File: src/rtl/core_mem_arbiter_pkg.sv
`default_nettype none
// ============================================================================
// Module   : core_mem_arbiter_pkg
// Purpose  : Shared types and default widths for the imem/dmem memory arbiter.
//            Holds the owner encoding, the default memory interface widths,
//            and the saturating starvation-counter helper.
// Revision : 1.0 - initial release
// ============================================================================
package core_mem_arbiter_pkg;

  // Default widths of the shared memory interface.
  localparam int c_mem_addr_w     = 64;
  localparam int c_mem_data_w     = 64;
  localparam int c_mem_strb_w     = c_mem_data_w / 8;

  // Starvation guard: default limit and counter width.
  // A 4-bit counter covers the whole legal limit range of 1..15.
  localparam int c_starve_limit   = 4;
  localparam int c_starve_w       = 4;

  // Current owner of the downstream port.
  typedef enum logic [1:0] {
    OWN_IDLE = 2'b00,
    OWN_I    = 2'b01,
    OWN_D    = 2'b10
  } owner_e;

  // Increment the starvation count, holding it at the limit once reached.
  function automatic logic [c_starve_w-1:0] starve_inc(
    input logic [c_starve_w-1:0] cnt,
    input logic [c_starve_w-1:0] lim
  );
    return (cnt >= lim) ? lim : cnt + 1'b1;
  endfunction

endpackage
`default_nettype wire

File: src/rtl/core_mem_arbiter.sv
`default_nettype none
// ============================================================================
// Module   : core_mem_arbiter
// Purpose  : Shares one downstream memory port between the instruction (imem)
//            and data (dmem) request interfaces. Arbitration is registered:
//            dmem has fixed priority, and a starvation guard forces an imem
//            turn after STARVE_LIMIT consecutive contested dmem wins.
// Ports    :
//   g_clk, g_resetn            clock, asynchronous active-low reset
//   imem_req/addr/wen/strb/wdata  imem request, held until imem_gnt
//   imem_gnt/err/rdata         imem completion, error and read data
//   dmem_*                     same set as imem_*, for the data side
//   mem_req/addr/wen/strb/wdata   downstream request, muxed from owner
//   mem_gnt/err/rdata          downstream completion, error and read data
// Revision : 1.0 - initial release
// ============================================================================
module core_mem_arbiter
  import core_mem_arbiter_pkg::*;
#(
  parameter int MEM_ADDR_W   = c_mem_addr_w,
  parameter int MEM_DATA_W   = c_mem_data_w,
  parameter int MEM_STRB_W   = c_mem_strb_w,
  parameter int STARVE_LIMIT = c_starve_limit   // legal range 1..15
) (
  input  logic                  g_clk,
  input  logic                  g_resetn,

  input  logic                  imem_req,
  input  logic [MEM_ADDR_W-1:0] imem_addr,
  input  logic                  imem_wen,
  input  logic [MEM_STRB_W-1:0] imem_strb,
  input  logic [MEM_DATA_W-1:0] imem_wdata,
  output logic                  imem_gnt,
  output logic                  imem_err,
  output logic [MEM_DATA_W-1:0] imem_rdata,

  input  logic                  dmem_req,
  input  logic [MEM_ADDR_W-1:0] dmem_addr,
  input  logic                  dmem_wen,
  input  logic [MEM_STRB_W-1:0] dmem_strb,
  input  logic [MEM_DATA_W-1:0] dmem_wdata,
  output logic                  dmem_gnt,
  output logic                  dmem_err,
  output logic [MEM_DATA_W-1:0] dmem_rdata,

  output logic                  mem_req,
  output logic [MEM_ADDR_W-1:0] mem_addr,
  output logic                  mem_wen,
  output logic [MEM_STRB_W-1:0] mem_strb,
  output logic [MEM_DATA_W-1:0] mem_wdata,
  input  logic                  mem_gnt,
  input  logic                  mem_err,
  input  logic [MEM_DATA_W-1:0] mem_rdata
);

  localparam logic [c_starve_w-1:0] c_limit = c_starve_w'(STARVE_LIMIT);

  owner_e                r_owner;
  owner_e                w_owner_nxt;
  logic [c_starve_w-1:0] r_starve;
  logic [c_starve_w-1:0] w_starve_nxt;
  logic                  w_force_i;

  // imem has waited through enough contested dmem wins: it takes the next turn.
  assign w_force_i = imem_req && (r_starve >= c_limit);

  // --------------------------------------------------------------------------
  // Next-state logic: owner and starvation counter
  // --------------------------------------------------------------------------
  always_comb begin
    w_owner_nxt  = r_owner;
    w_starve_nxt = r_starve;
    case (r_owner)
      OWN_IDLE: begin
        if (dmem_req && !w_force_i) begin
          w_owner_nxt = OWN_D;
          // Only a contested win counts against imem.
          if (imem_req) begin
            w_starve_nxt = starve_inc(r_starve, c_limit);
          end
        end else if (imem_req) begin
          w_owner_nxt  = OWN_I;
          w_starve_nxt = '0;
        end
      end
      // A dropped request abandons the transfer; a later mem_gnt then lands
      // in IDLE where it is ignored.
      OWN_I: begin
        if (!imem_req || mem_gnt) begin
          w_owner_nxt = OWN_IDLE;
        end
      end
      OWN_D: begin
        if (!dmem_req || mem_gnt) begin
          w_owner_nxt = OWN_IDLE;
        end
      end
      default: begin
        w_owner_nxt = OWN_IDLE;
      end
    endcase
  end

  always_ff @(posedge g_clk or negedge g_resetn) begin
    if (!g_resetn) begin
      r_owner  <= OWN_IDLE;
      r_starve <= '0;
    end else begin
      r_owner  <= w_owner_nxt;
      r_starve <= w_starve_nxt;
    end
  end

  // --------------------------------------------------------------------------
  // Owner-selected request mux and response steering.
  // Decoded straight from the owner register so that an asynchronous reset
  // drops mem_req without waiting for a clock.
  // --------------------------------------------------------------------------
  always_comb begin
    mem_req    = 1'b0;
    mem_addr   = '0;
    mem_wen    = 1'b0;
    mem_strb   = '0;
    mem_wdata  = '0;
    imem_gnt   = 1'b0;
    imem_err   = 1'b0;
    dmem_gnt   = 1'b0;
    dmem_err   = 1'b0;
    // Read data is broadcast; gnt is what qualifies it.
    imem_rdata = mem_rdata;
    dmem_rdata = mem_rdata;
    case (r_owner)
      OWN_I: begin
        mem_req   = imem_req;
        mem_addr  = imem_addr;
        mem_wen   = imem_wen;
        mem_strb  = imem_strb;
        mem_wdata = imem_wdata;
        imem_gnt  = imem_req && mem_gnt;
        imem_err  = imem_req && mem_gnt && mem_err;
      end
      OWN_D: begin
        mem_req   = dmem_req;
        mem_addr  = dmem_addr;
        mem_wen   = dmem_wen;
        mem_strb  = dmem_strb;
        mem_wdata = dmem_wdata;
        dmem_gnt  = dmem_req && mem_gnt;
        dmem_err  = dmem_req && mem_gnt && mem_err;
      end
      default: begin
      end
    endcase
  end

endmodule
`default_nettype wire

File: config.mk
export PLATFORM = sky130hd
export DESIGN_NAME = core_mem_arbiter
export DESIGN_NICKNAME = d
export VERILOG_FILES = /design/src/rtl/core_mem_arbiter_pkg.sv /design/src/rtl/core_mem_arbiter.sv
export SDC_FILE = /design/constraint.sdc
export NUM_CORES = 1
export LEC_CHECK = 0
export CORE_AREA = 2 2 238 240
export DETAILED_ROUTE_END_ITERATION = 6
export DIE_AREA = 0 0 240 242
export PLACE_DENSITY = 0.3
export SLEW_MARGIN = 15
export SYNTH_ARGS = -nofsm -noshare
export SYNTH_HDL_FRONTEND = slang
export SYNTH_SLANG_ARGS = --single-unit
export TNS_END_PERCENT = 1
File: constraint.sdc
create_clock -name g_clk -period 2.4 [get_ports g_clk]
set_clock_uncertainty 0.15 [all_clocks]
set_input_delay 0.24 -clock g_clk [delete_from_list [all_inputs] [get_ports g_clk]]
set_output_delay 0.24 -clock g_clk [all_outputs]
set_load 0.05 [all_outputs]
Figure 1. Signal wires on met4 (run 1).
Supply wires on this layer in grey.
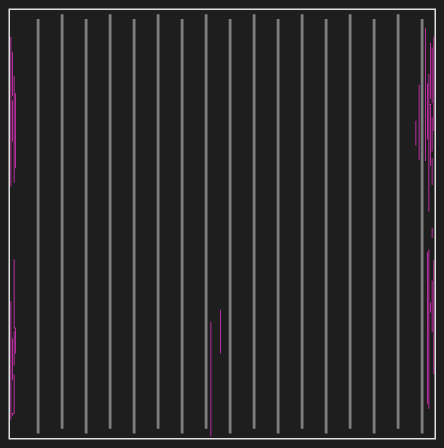
The wires run mostly vertical. 29 nets have wire on it.
WL final: 23500 um
via count: 4616

Figure 2. Wiring by layer (run 1).
Two of the layers only.
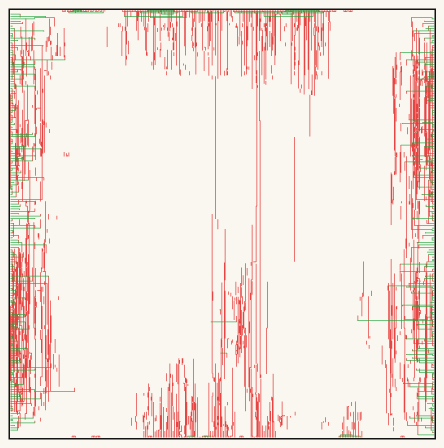
M2: drawn in red, wire length 12600 um. M3: drawn in green, wire length 2440 um.

Figure 3. Nets reached from selected ports (run 1).
The bar under the picture is 50 um long.
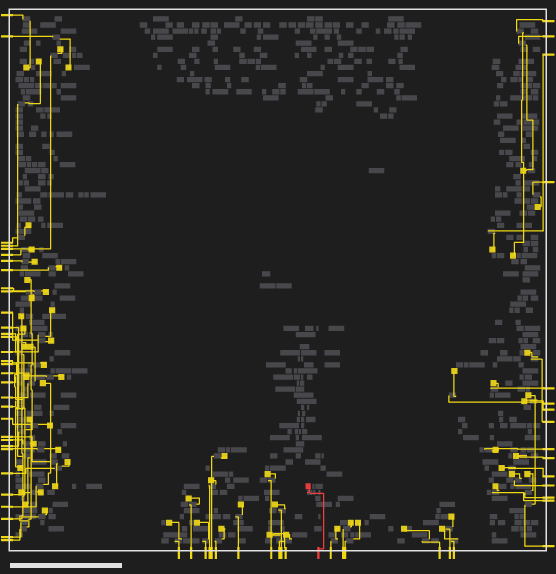
`dmem_addr`: drawn in yellow, bits 64, direction input, end cells 64, buffers 64, wire 2260 um. `imem_gnt`: drawn in red, bits 1, direction output, end cells 1, buffers 1, wire 36.7 um.

==> reports/results.ini, run 1 <==
[final_timing]
fin_tns_setup_ps = 0
max_freq_mhz = 431
setup_slack_ps = 81.3
tightestPinTransition_ps = 358
hold_ws_ps = 120
rsz0062_at_grt = false
finalCritPeriodShare_pct = 96.6
maxSlewViolCount = 0
setup_viol = 0

[run_status]
run_status = completed

[cts]
htreeDepth = 1
clk_path_buf_depth = 2
path_clk_slew_ps = 30
cts_buffers = 3
clock-sinks = 6
post_cts_buffers = 0

[floorplanning]
ios = 614
dieArea_sq_um = 58100
coreArea_sq_um = 55700
die_w_um = 240
core_util_floorplan_pct = 6.17
rows = 87
die_y_um = 242

[critical_path]
critPathTopFamily = buffers and inverters
max_stage_delay_ps = 440
arrival_ps = 1930
path_max_fanout = 54
crit_required_ps = 2010
path_cells = inv_2, ha_4, buf_12, a22oi_1, nor2b_2, buf_12
critPathLaunchType = flop
cp_num_buf_inv = 3
criticalPathCategory = flop to primary output

[logic_synthesis]
synth_area_sq_um = 3440
ys_async_sr_fraction_pct = 100
yosys_cells = 492
syn_nets = 842
ys.flops = 6
syn_avg_cell_area_sq_um = 6.99
synth_cells = 492

[global_routing]
grt.overflow.total = 0
grt_pass1_wl_um = 31800
grt_pass1_vias = 4934
antenna_found_initial = 0
grt_max_degree = 60

[cells_and_area]
finalInstanceArea_sq_um = 9200
fill_cells = 6286
layout_top_cells = 279 x clkdlybuf4s50_1, 148 x buf_12, 138 x a22oi_1, 125 x nor2b_1, 12 x nor2b_2
syn_to_final_growth_pct = 167
nets = 1108
final_common_cell = clkdlybuf4s50_1

[placement]
dp_worst_setup_slack_ps = 161

[job]
warnings = 30

run 1: cell type report:
cell class                 count  area [sq um]  area share [%]
multi-input combinational    309          2190            23.8
inverter                       3          11.3           0.122
sequential                     6           150            1.63
clock buffer                   3          75.1           0.816
tap                          756           946            10.3
antenna                        1          2.50          0.0272
timing repair buffer         435          5820            63.3
run 1: stage by stage:
stage | utilization [%] | total power [mW] | cells
2_1_floorplan | - | 6.04 | 492
3_3_place_gp | 16.3 | 10.8 | 1509
3_5_place_dp | 16.3 | 10.7 | 1509
4_1_cts | 16.5 | 11.0 | 1512
5_1_grt | 16.5 | 11.4 | 1512
6_report | 16.5 | 10.8 | 1513
run 1: cells by family (layout without fill, tap and decap cells):
family / count (synthesis) / after routing / synth area share (%)
compound gates: 147 / 147 / 32.0
other cells: 0 / 1 / 0
fa+ha+maj: 6 / 6 / 2.18
flops: 6 / 6 / 4.36
buf+inv: 177 / 441 / 33.8
simple gates: 156 / 156 / 27.6
run 1: worst reg2reg max path: stages (launching register included):
cell	delay, ps
dfrtp_1	440
inv_2	160
ha_1	230
a22oi_1	130
o2111a_1	260
a211o_1	260
run 1: what timing repair did:
action                                 in CTS  in global routing
pin swaps                                   0                  0
setup endpoints to repair                   4                 26
resized                                     3                 13
gates cloned                                0                  0
endpoints found under the hold margin       0                  0
run 1: path summary, 6_finish.rpt:
path | start | end | slack, ps | cells after the start
max reg2reg | r_owner[0]$_DFFE_PN0P_ | r_owner[0]$_DFFE_PN0P_ | 660 | 5
max in group asynchronous | g_resetn | r_starve[1]$_DFFE_PN0P_ | 1750 | 1
min reg2reg | r_starve[1]$_DFFE_PN0P_ | r_starve[1]$_DFFE_PN0P_ | 340 | 2
max | r_owner[0]$_DFFE_PN0P_ | mem_addr[47] | 80 | 6
min in group g_clk | mem_rdata[44] | imem_rdata[44] | 330 | 0
min | g_resetn | r_starve[2]$_DFFE_PN0P_ | 120 | 1
run 1: routing by layer:
metal	vias to the layer above	GRT usage, %	share of wire (%)
li1	2132	-	-
met1	2091	6.33	31
met2	323	14.8	54
met3	70	2.30	10
met4	0	3.65	5.2
met5	-	0	0
run 1: synthesized netlist by cell type (all sizes together), types with 2 or more instances:
master  number  area share (%)
nand2        7            0.76
nor2         3            0.33
o21ai        3            0.44
nor3         2            0.29
clkbuf      26             2.8
buf        148              31
and3         2            0.40
dfrtp        6             4.4
ha           6             2.2
nand3        3            0.44
inv          3            0.33
nor2b      137              25
a22oi      138              30
run 1: report_power, final:
part           leakage [nW]  switching [mW]  internal [mW]
Sequential           0.0796          0.0382          0.134
Combinational          2.91            5.58           4.83
Clock                0.0370          0.0565          0.214
run 1: flip-flops by register name, indices dropped and copies added, names as in the netlist:
signal and count:
r_starve 4, r_owner 2
==> run 1 -> run 2 <==
HOLD_SLACK_MARGIN = 0.06   (was not set)
Figure 4. Wiring by layer (run 2).
Two of the layers only.
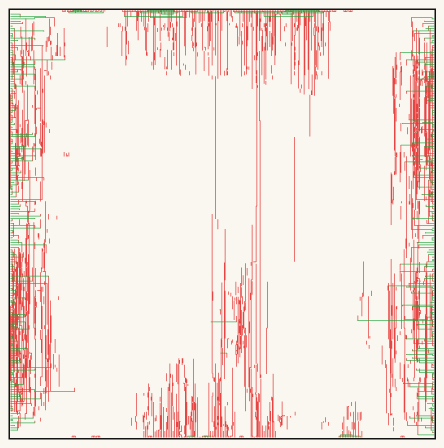
M2: drawn in red, wire length 12600 um. M3: drawn in green, wire length 2440 um.
GRT Util Overall: 7.34%
WL/cell: 15.5 um

==> reports/results.ini, run 2 <==
[global_routing]
grt_pass1_wl_um = 31800  ; unchanged
grt.overflow.total = 0  ; unchanged
grt_max_degree = 60  ; unchanged
antenna_found_initial = 0  ; unchanged

[cells_and_area]
nets = 1108  ; unchanged
final_core_util_pct = 16.5  ; unchanged
final_common_cell = clkdlybuf4s50_1  ; unchanged
syn_to_final_growth_pct = 167  ; unchanged
finalInstanceArea_sq_um = 9200  ; unchanged
regArea_sq_um = 150  ; unchanged
comb_area_sq_um = 2190  ; unchanged
largest_reg_flops = 4  ; unchanged
top_regs = r_starve: 4 flops, r_owner: 2 flops  ; unchanged

[critical_path]
reg2reg_slack_ps = 660  ; about the same
critPathLaunchType = flop  ; unchanged
cp_num_buf_inv = 3  ; unchanged
path_cells = inv_2, ha_4, buf_12, a22oi_1, nor2b_2, buf_12  ; unchanged

[logic_synthesis]
topCellsByArea = a22oi_1 30%, buf_4 28%, nor2b_1 25%  ; unchanged
largest_area_cell = a22oi_1  ; unchanged
synth_area_sq_um = 3440  ; unchanged
yosys_cells = 492  ; unchanged
ys_async_sr_fraction_pct = 100  ; unchanged
netlist.area_leader.share_pct = 30.1  ; unchanged
synth_cells = 492  ; unchanged
syn_avg_cell_area_sq_um = 6.99  ; unchanged
syn_nets = 842  ; unchanged

[cts]
clk_path_buf_depth = 2  ; unchanged
post_cts_buffers = 0  ; unchanged
cts_buffers = 3  ; unchanged
htreeDepth = 1  ; unchanged
clock-sinks = 6  ; unchanged

[floorplanning]
rows = 87  ; unchanged
core_util_floorplan_pct = 6.17  ; unchanged
dieArea_sq_um = 58100  ; unchanged
die_w_um = 240  ; unchanged
die_y_um = 242  ; unchanged
ios = 614  ; unchanged
coreArea_sq_um = 55700  ; unchanged

[final_timing]
finalCritPeriodShare_pct = 96.6  ; unchanged
fin_tns_setup_ps = 0  ; unchanged
maxSlewViolCount = 0  ; unchanged
tightestPinTransition_ps = 358  ; unchanged
rsz0062_at_grt = false  ; unchanged
setup_viol = 0  ; unchanged

[routing]
top_layer_used = met4  ; unchanged
wl_met1_um = 7200  ; unchanged
met2_length_um = 12600  ; unchanged
vias = 4616  ; unchanged

[run_status]
run_status = completed  ; unchanged

[pwr]
clkPwrFrac_pct = 2.5  ; about the same
combPwrFrac_pct = 95.9  ; about the same
p_sw_share_pct = 52.3  ; unchanged

-- run 2: cell counts after synthesis --
Identical to the previous run, type by type.
-- run 2: layer usage --
metal | global-route usage, % | vias up
met4 | 3.65 | 0
met3 | 2.30 | 70
met2 | 14.8 | 323
met1 | 6.33 | 2091
met5 | 0 | -
li1 | - | 2132
-- run 2: cell type report --
cell class                      count  share of cell area, %
Multi-Input combinational cell    309                   23.8
Antenna cell                        1                 0.0272
Clock buffer                        3                  0.816
Tap cell                          756                   10.3
Sequential cell                     6                   1.63
Inverter                            3                  0.122
Timing Repair Buffer              435                   63.3
-- run 2: kinds of logic after synthesis --
group / Yosys count / synth area share (%)
compound gates: 147 / 32.0
flops: 6 / 4.36
fa+ha+maj: 6 / 2.18
simple gates: 156 / 27.6
buf+inv: 177 / 33.8
-- run 2: power by group through the flow --
stage	logic, mW	registers (mW)	clock network [mW]
finish	10.4	0.172	0.270
detailed placement	10.6	0.171	0
global placement	10.6	0.170	0
floorplan	5.89	0.157	0
CTS	10.6	0.171	0.275
global route	11.0	0.176	0.281
-- run 2: path summary, 6_finish.rpt --
kind                                         start                 endpoint  depth (start not counted)
max                         r_owner[0]$_DFFE_PN0P_             mem_addr[47]                          6
min                                       g_resetn  r_starve[2]$_DFFE_PN0P_                          1
max reg2reg                 r_owner[0]$_DFFE_PN0P_   r_owner[0]$_DFFE_PN0P_                          5
min reg2reg                r_starve[1]$_DFFE_PN0P_  r_starve[1]$_DFFE_PN0P_                          2
max in group asynchronous                 g_resetn  r_starve[1]$_DFFE_PN0P_                          1
min in group g_clk                   mem_rdata[44]           imem_rdata[44]                          0
-- run 2: worst register-to-register path, stage by stage (launching register included) --
cell	delay, ps
dfrtp_1	440
inv_2	160
ha_1	230
a22oi_1	130
o2111a_1	260
a211o_1	260
-- run 2: metrics by stage --
step	hold slack, ps	setup WS (ps)	instances	total power, mW
global route	145	5.78	1512	11.4
CTS	128	2.31	1512	11.0
finish	120	81.3	1513	10.8
global placement	330	171	1509	10.8
floorplan	-206	41.3	492	6.04
detailed placement	330	161	1509	10.7
-- run 2: repair_timing --
action	CTS	global route
pin swaps	0	0
resized	3	13
endpoints found under the setup margin	4	26
Power figures rest on the tool's default switching activity, not on a simulated workload.
